$ cat config.mk
export PLATFORM = sky130hd
export DESIGN_NAME = elastic_pipe_reg
export DESIGN_NICKNAME = d
export VERILOG_FILES = /design/src/rtl/elastic_pipe_reg_pkg.sv /design/src/rtl/elastic_pipe_reg_pipe_stage.sv /design/src/rtl/elastic_pipe_reg.sv
export SDC_FILE = /design/constraint.sdc
export NUM_CORES = 1
export LEC_CHECK = 0
export ABC_AREA = 1
export CORE_MARGIN = 10
export CORE_UTILIZATION = 30
export DETAILED_ROUTE_END_ITERATION = 8
export DONT_BUFFER_PORTS = 1
export GPL_ROUTABILITY_DRIVEN = 0
export REMOVE_ABC_BUFFERS = 1
export SYNTH_ARGS = -nofsm -noshare
export SYNTH_HDL_FRONTEND = slang
export SYNTH_SLANG_ARGS = --single-unit
$ cat constraint.sdc
create_clock -name clk_i -period 3.6 [get_ports clk_i]
set_input_delay 0.72 -clock clk_i [delete_from_list [all_inputs] [get_ports clk_i]]
set_output_delay 0.72 -clock clk_i [all_outputs]
set_load 0.005 [all_outputs]
$ cat src/rtl/elastic_pipe_reg_pkg.sv
// rtl/elastic_pipe_reg_pkg.sv - shared constants and helpers for the elastic pipeline register
package elastic_pipe_reg_pkg;

  localparam int DRAW_PIPE_WIDTH = 8;
  localparam int DRAW_PIPE_DEPTH = 3;

  // Ceiling log2; n must be 2 or more for a non-zero result.
  function automatic int clog2(input int n);
    int r;
    r = 0;
    while ((1 << r) < n) begin
      r = r + 1;
    end
    return r;
  endfunction

endpackage

$ cat src/rtl/elastic_pipe_reg_pipe_stage.sv
// rtl/elastic_pipe_reg_pipe_stage.sv - one valid/data register pair of the elastic pipeline
module pipe_stage #(
  parameter int WIDTH = 8
) (
  input  logic             clk_i,
  input  logic             rst_ni,
  input  logic             load_i,
  input  logic             valid_i,
  input  logic [WIDTH-1:0] data_i,
  output logic             v_o,
  output logic [WIDTH-1:0] d_o
);

  logic             v_q;
  logic [WIDTH-1:0] d_q;

  // Data is only captured alongside a valid word, so empty stages keep stale data.
  always_ff @(posedge clk_i or negedge rst_ni) begin
    if (!rst_ni) begin
      v_q <= 1'b0;
      d_q <= '0;
    end else if (load_i) begin
      v_q <= valid_i;
      if (valid_i) begin
        d_q <= data_i;
      end
    end
  end

  assign v_o = v_q;
  assign d_o = d_q;

endmodule

$ cat src/rtl/elastic_pipe_reg.sv
// rtl/elastic_pipe_reg.sv - DEPTH-stage valid/ready register chain with bubble squeeze, flush and occupancy
module elastic_pipe_reg
  import elastic_pipe_reg_pkg::*;
#(
  parameter  int WIDTH = DRAW_PIPE_WIDTH,
  parameter  int DEPTH = DRAW_PIPE_DEPTH,
  localparam int CNTW  = clog2(DEPTH + 1)
) (
  input  logic             clk_i,
  input  logic             rst_ni,
  input  logic             en_i,
  input  logic             flush_i,
  input  logic [WIDTH-1:0] in_data_i,
  input  logic             in_valid_i,
  output logic             in_ready_o,
  output logic [WIDTH-1:0] out_data_o,
  output logic             out_valid_o,
  input  logic             out_ready_i,
  output logic [CNTW-1:0]  occupancy_o
);

  logic [DEPTH-1:0] v;
  logic [DEPTH-1:0] r;
  logic [DEPTH-1:0] load;
  logic [DEPTH-1:0] vin;
  logic [DEPTH-1:0] v_next;
  logic [WIDTH-1:0] d   [DEPTH];
  logic [WIDTH-1:0] din [DEPTH];
  logic             adv;
  logic             in_fire;
  logic [CNTW-1:0]  occ_q;
  logic [CNTW-1:0]  occ_d;

  assign adv = en_i & ~flush_i;

  // A stage can accept when it is empty or the stage after it can move on.
  always_comb begin
    r = '0;
    r[DEPTH-1] = ~v[DEPTH-1] | out_ready_i;
    for (int i = DEPTH - 2; i >= 0; i--) begin
      r[i] = ~v[i] | r[i+1];
    end
  end

  assign in_ready_o = rst_ni & adv & r[0];
  assign in_fire    = in_valid_i & in_ready_o;

  for (genvar i = 0; i < DEPTH; i++) begin : g_stage
    if (i == 0) begin : g_head
      assign vin[i] = in_fire;
      assign din[i] = in_data_i;
    end else begin : g_body
      assign vin[i] = v[i-1] & ~flush_i;
      assign din[i] = d[i-1];
    end

    // Flush is a load of an empty word into every stage.
    assign load[i]   = en_i & (flush_i | r[i]);
    assign v_next[i] = load[i] ? vin[i] : v[i];

    pipe_stage #(
      .WIDTH (WIDTH)
    ) u_stage (
      .clk_i   (clk_i),
      .rst_ni  (rst_ni),
      .load_i  (load[i]),
      .valid_i (vin[i]),
      .data_i  (din[i]),
      .v_o     (v[i]),
      .d_o     (d[i])
    );
  end

  always_comb begin
    occ_d = '0;
    for (int i = 0; i < DEPTH; i++) begin
      occ_d = occ_d + CNTW'(v_next[i]);
    end
  end

  always_ff @(posedge clk_i or negedge rst_ni) begin
    if (!rst_ni) begin
      occ_q <= '0;
    end else begin
      occ_q <= occ_d;
    end
  end

  assign out_valid_o = v[DEPTH-1];
  assign out_data_o  = d[DEPTH-1];
  assign occupancy_o = occ_q;

endmodule
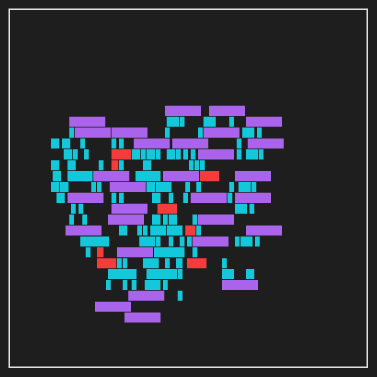
Fig. 1. Cell classes on the final placement (run 1).
Drawn at 4 px/µm.
[purple] registers | cells: 29
[red] clock drivers and dummy loads | cells: 8
[cyan] remaining logic cells | cells: 103

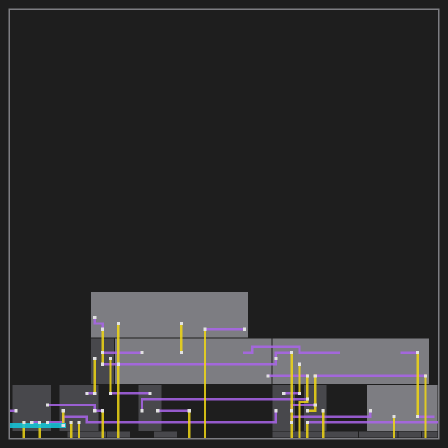
Fig. 2. Zoomed window (run 1).
Window x 10 to 35, y 54 to 79 µm. Cells in gray, sequential cells in the stronger gray; small squares are vias.
[yellow] M2
[cyan] M3
[purple] M1
sequential cells in the window: 3
cells with their middle in the window: 9
netlist names of flops here include: `g_stage.u_stage.d_o` (3)
most frequent: nand2_1 (4), dfrtp_1 (3), nand4_1 (2)

==> results.toml, run 1 <==
# yosys + openroad results
[pwr]
p_leak_nw = 0.748
powerDensity_nw_per_um2 = 507
ir_drop_mv = 0.192
p_total_w = 0.000758

[drt]
drt_pass1_iterations = 4
top_layer_used = "met4"
wl_per_cell_um = 12.5
wl_met3_um = 167
wl_met1_um = 1180
drtIter0Drc = 37
drt-vias-per-instance = 4.51

[synth]
edf_count = 0
ys_cells = 143
top_logic_kind = "simple AND/OR/NAND/NOR gates"
synthAoiAreaFrac = 0.0524
syn_inst = 143
synth_cell_type_count = 18
top_cell = "nand2_1"
ys_chip_area_um2 = 1430
simple_gate_share = 0.313
yosysSeqAreaShare = 0.506
synth.area.top_cells = "dfrtp_1, nand2_1, nand4_1"
top_cells_by_count = "nand2_1, dfrtp_1, nand4_1, inv_1, buf_4"
yosysTopAreaCell = "dfrtp_1"

[placement]
dp_cells = 186
dp_hpwl_um = 1830

[global_routing]
busiest_layer = "met2"
grt_util_met1 = 0.0852
grt_max_degree = 31

[floorplanning]
core-area_um2 = 4690
die_height_um = 89.1
rows = 25
chip_area_um2 = 7950
fp-utilization = 0.306

[critical_path]
end_kind = "output pin"
arrival_ps = 1190
cp.required_ps = 2880
critPathBufInv = 1
cp_slowest_stage_delay_ps = 220
path_cells = "inv_1 -> nand4_4 -> and2_1"
worstPathMaxFanout = 10
crit_path_top_delay_cell = "and2_1"
cp_top_family = "simple AND/OR/NAND/NOR gates"

[final_layout]
final_cells = 194
diodes = 0
layout-drive-gt1-share = 0.236
largest_reg_flops = 24
fillers = 498
area_delta_synth_final_pct = 4.28
layout_top_cell = "nand2_1"

[timing]
skew_ps = 7.72
timing.fmax_mhz = 522
setup_viol = 0
relSlewSlack = 0.773
min_period_ps = 1910
report.final.hold_viol_count = 0
worst_slew_pin_slew_ps = 340
post-route-period-util = 0.532

[job]
drv_cap = 0

[outcome]
status = "finished, final reports clean"

[clock_network]
cts_buffers = 5
htreeDepth = 2
worstSkewPairLatency_ps = 280
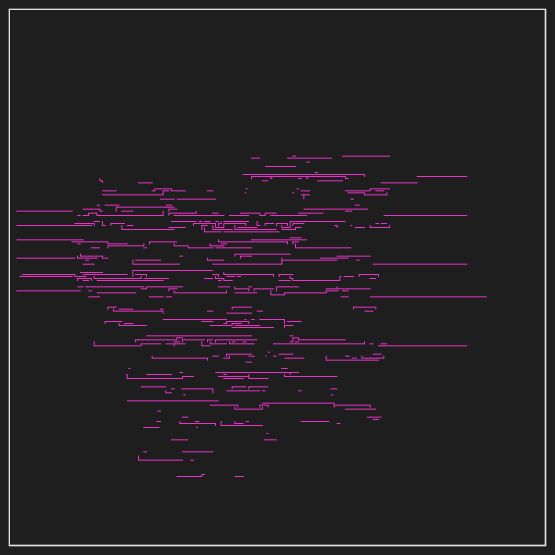
Fig. 3. The metal 1 layer (run 1).
Drawn at 6 px/µm.
wire length on this layer: 1180 µm
nets with wire on the layer: 141
main direction: horizontal
share of all routed wire: 49%
longest straight run: 20.2 µm
DRT Wirelength: 2430 µm
DR vias: 875

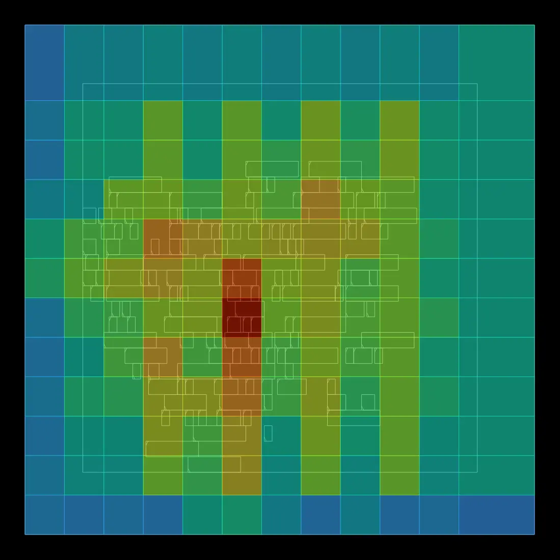
Fig. 4. Routing congestion map (run 1).
M2 GR Usage: 0.101
GRT Overall Usage: 0.0702
met3 Usage GRT: 0.0283

-- run 1: per-stage QoR --
stage	hold slack (ps)	worst slack [ps]	area, µm²	util
4_1_cts	120	1660	1500	0.319
3_5_place_dp	425	1530	1410	0.300
3_3_place_gp	425	1540	1410	0.300
6_report	128	1690	1500	0.319
2_1_floorplan	424	1620	1340	-
5_1_grt	109	1610	1500	0.319
-- run 1: final timing paths --
| path | start | end | slack, ps |
|---|---|---|---|
| worst max-delay path | out_ready_i | in_ready_o | 1690 |
| min in group clk_i | g_stage[0].u_stage.d_o[7]$_DFFE_PN0P_ | g_stage[0].u_stage.d_o[7]$_DFFE_PN0P_ | 470 |
| worst min register to register | g_stage[0].u_stage.d_o[7]$_DFFE_PN0P_ | g_stage[0].u_stage.d_o[7]$_DFFE_PN0P_ | 470 |
| max in group asynchronous | rst_ni | g_stage[2].u_stage.d_o[6]$_DFFE_PN0P_ | 3380 |
| worst min-delay path | rst_ni | g_stage[1].u_stage.d_o[7]$_DFFE_PN0P_ | 130 |
| worst max register to register | g_stage[2].u_stage.v_o$_DFF_PN0_ | occupancy_o[0]$_DFF_PN0_ | 1850 |
-- run 1: where the power goes --
| part | switching, W | internal [W] | total [W] | leakage [nW] |
|---|---|---|---|---|
| combinational | 0.0000475 | 0.0000336 | 0.0000811 | 0.320 |
| sequential | 0.0000384 | 0.000383 | 0.000421 | 0.384 |
| clock | 0.000123 | 0.000133 | 0.000256 | 0.0439 |
-- run 1: cell type report --
type / instances / area, µm² / area share
multi-input combinational: 84 / 544 / 0.364
sequential: 29 / 726 / 0.485
inverter: 19 / 71.3 / 0.0477
clock buffer: 5 / 68.8 / 0.0460
tap: 54 / 67.6 / 0.0452
clock inverter: 3 / 17.5 / 0.0117
==> run 1 -> run 2 <==
clock period = 1.8 ns   (was 3.6 ns; I/O delays follow)
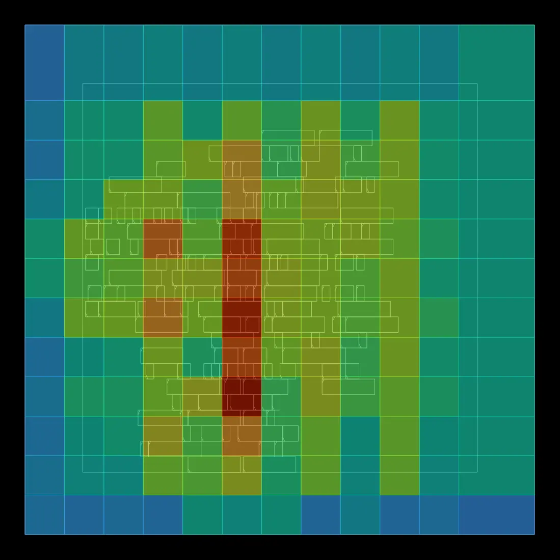
Fig. 5. Routing congestion map (run 2).
Final Util: 0.345
GR Util met1: 0.0819
GRT Overall Usage: 0.0764
M2 GR Usage: 0.120
routed length per instance: 12.5 µm

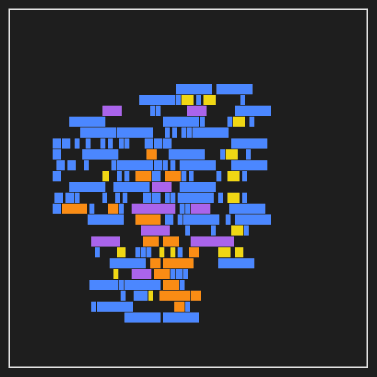
Fig. 6. Sizing map (run 2).
Drawn at 4 px/µm.
[blue] x1 and smaller | cells: 108 | share: 73%
[orange] x3 and x4 | cells: 16 | share: 11%
[yellow] x2 | cells: 15 | share: 10%
[purple] x6 and larger | cells: 9 | share: 6.1%

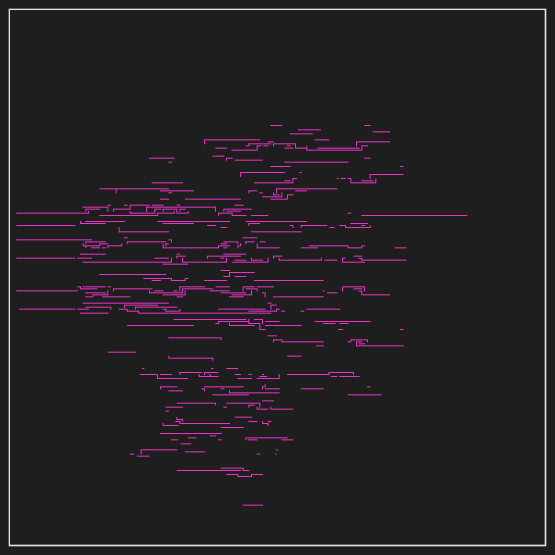
Fig. 7. The metal 1 layer (run 2).
Drawn at 6 px/µm.
wire length on this layer: 1110 µm
share of all routed wire: 44%
nets with wire on the layer: 145
main direction: horizontal
DRT Wirelength: 2530 µm
DR vias: 889

==> run 2 against run 1 <==
Sequential share of layout area is 3.7 points lower. Design area rose by 8.2%. Clock-buffer cell count unchanged. Final cell count increased by 4.1%. Non-clock buffer count is 8 higher. First-iteration DRC count is 2.7% higher. Clock skew down 3.7 ps. Via count increased by 1.6%. Synthesized cell count unchanged. Register-to-register slack worse by 1700 ps. Core utilization increased by 2.6 points. Worst hold slack improved by 96 ps. Largest cell class unchanged.
==> results.toml, run 2 <==
# yosys + openroad results
[synth]
ys_cells = 143
synth_warnings = 0
yosysSeqAreaShare = 0.506
netlist_area_um2 = 1430
synth.area.top_cells = "dfrtp_1, nand2_1, nand4_1"
yosysTopAreaCell = "dfrtp_1"
syn_inst = 143
edf_count = 0
async_flop_share = 1.00
numSynthFlops = 29
ys_chip_area_um2 = 1430
synth_top_area_share = 0.506
avgSynthCellArea_um2 = 10.0
synth_cell_type_count = 18
top_cell = "nand2_1"
ys.flop_type = "dfrtp_1"
top_cells_by_count = "nand2_1, dfrtp_1, nand4_1, inv_1, buf_4"

[drt]
drtIter0Drc = 38
wl_met1_um = 1110
drtAntennaViolNets = 0
wl_met3_um = 213
drt-vias-per-instance = 4.40
route.detailed.drc = 0
dr_wl_met2_um = 1120
top_layer_used = "met4"
drt_pass1_iterations = 4

[final_layout]
layout_top_cell = "nand2_1"
fillers = 487
nets = 162
layout-drive-gt1-share = 0.270
layout_top_cells = "nand2_1, dfrtp_1, nand4_1"
final_cells = 202
largest_reg_flops = 24
diodes = 0
area_delta_synth_final_pct = 12.8

[clock_network]
clk_pin_slew_ps = 70
cts_tree = "built"
clockRootBuffer = "clkbuf_8"
clock-sinks = 29
cts_buffers = 5
htreeDepth = 2
worstSkewPairLatency_ps = 280
clk_path_buf_depth = 2

[outcome]
status = "finished, final reports clean"

[timing]
min_period_ps = 1660
drv_slew = 0
rsz0062_at_grt = "false"
timing.fmax_mhz = 603
relSlewSlack = 0.836
report.final.hold_viol_count = 0
tns_ps = 0
worst_slew_pin_slew_ps = 245
setup_viol = 0
skew_ps = 4.03
post-route-period-util = 0.921

[floorplanning]
fp-utilization = 0.306
die_w_um = 89.1
io_pins = 26
rows = 25
core-area_um2 = 4690
die_height_um = 89.1
chip_area_um2 = 7950

[min_path]
hp-class = "in -> reg"
hold_depth = 2
hold_path_end = "g_stage[1].u_stage.d_o[5]$_DFFE_PN0P_"
min-delay-start = "en_i"

[critical_path]
r2r_cells = 9
cp_top_family = "adder cells"
rr_startpoint = "g_stage[1].u_stage.v_o$_DFF_PN0_"
timing.rr.end = "occupancy_o[0]$_DFF_PN0_"
critPathKind = "reg -> reg"
cp.required_ps = 1980
arrival_ps = 1840
cp-startpoint = "g_stage[1].u_stage.v_o$_DFF_PN0_"
crit_path_top_delay_cell = "fa_1"
cp_slowest_stage_delay_ps = 520
end_kind = "register"
startpoint_type = "register"
critPathBufInv = 3
worstPathMaxFanout = 10
path_cells = "inv_2 -> nor2_4 -> nand2_4 -> nand2_1 -> nand2_1 -> nand2_2 -> inv_2 -> fa_1 -> inv_1"
regToRegSetupSlack_ps = 140

[global_routing]
antenna_found_initial = 0
overflow = 0
grt_pass1_wl_um = 4630
grt_max_degree = 30
grt_pass1_vias = 954

[pwr]
powerDensity_nw_per_um2 = 1130
p_leak_nw = 0.815
ir_drop_mv = 0.467

[placement]
dp_hpwl_um = 1850
dp_cells = 191
io_buffers = 0

[job]
drv_cap = 0
warnings = 25
## run 2: layout make-up
cell class	count	area, µm²	share of cell area
sequential	29	726	0.449
multi-input combinational	84	544	0.336
timing repair buffer	8	75.1	0.0464
inverter	19	71.3	0.0441
clock buffer	5	68.8	0.0425
tap	54	67.6	0.0418
clock inverter	3	65.1	0.0402
## run 2: what timing repair did
action	in CTS	in global routing
buffers inserted	0	1
hold buffers	2	0
resized	0	1
endpoints found under the hold margin	29	0
endpoints found under the setup margin	0	1
## run 2: through the flow
stage	setup WS, ps	area [µm²]	power [W]	util	hold slack [ps]
finish	141	1620	0.00182	0.345	224
global route	14.5	1620	0.00193	0.345	215
global placement	120	1450	0.00102	0.308	65.2
CTS	122	1610	0.00185	0.343	215
floorplan	165	1340	0.000979	-	64.4
detailed placement	96.3	1450	0.00103	0.308	65.2
## run 2: cells by family after synthesis
kind of cell    share of synthesized area
flops                               0.506
buf+inv                             0.114
simple gates                        0.313
compound gates                     0.0524
fa+ha+maj                          0.0140
## run 2: per-layer routing
metal	GRT usage	vias to the layer above
met5	0	-
met4	0.0477	0
li1	-	459
met3	0.0346	7
met1	0.0819	401
met2	0.120	22
## run 2: worst max-delay path by stage
stage               slack, ps  cells after the start                       end
floorplan                 170                      8  occupancy_o[0]$_DFF_PN0_
global placement          120                     10  occupancy_o[0]$_DFF_PN0_
detailed placement        100                     10  occupancy_o[0]$_DFF_PN0_
CTS                       120                      9  occupancy_o[0]$_DFF_PN0_
global route               10                      9  occupancy_o[0]$_DFF_PN0_
finish                    140                      9  occupancy_o[0]$_DFF_PN0_
## run 2: power by group
group	internal [W]	switching, W
sequential	0.000765	0.0000740
clock	0.000549	0.000248
combinational	0.0000780	0.000110
total	0.00139	0.000432
Power is estimated from default activity; no workload was simulated.
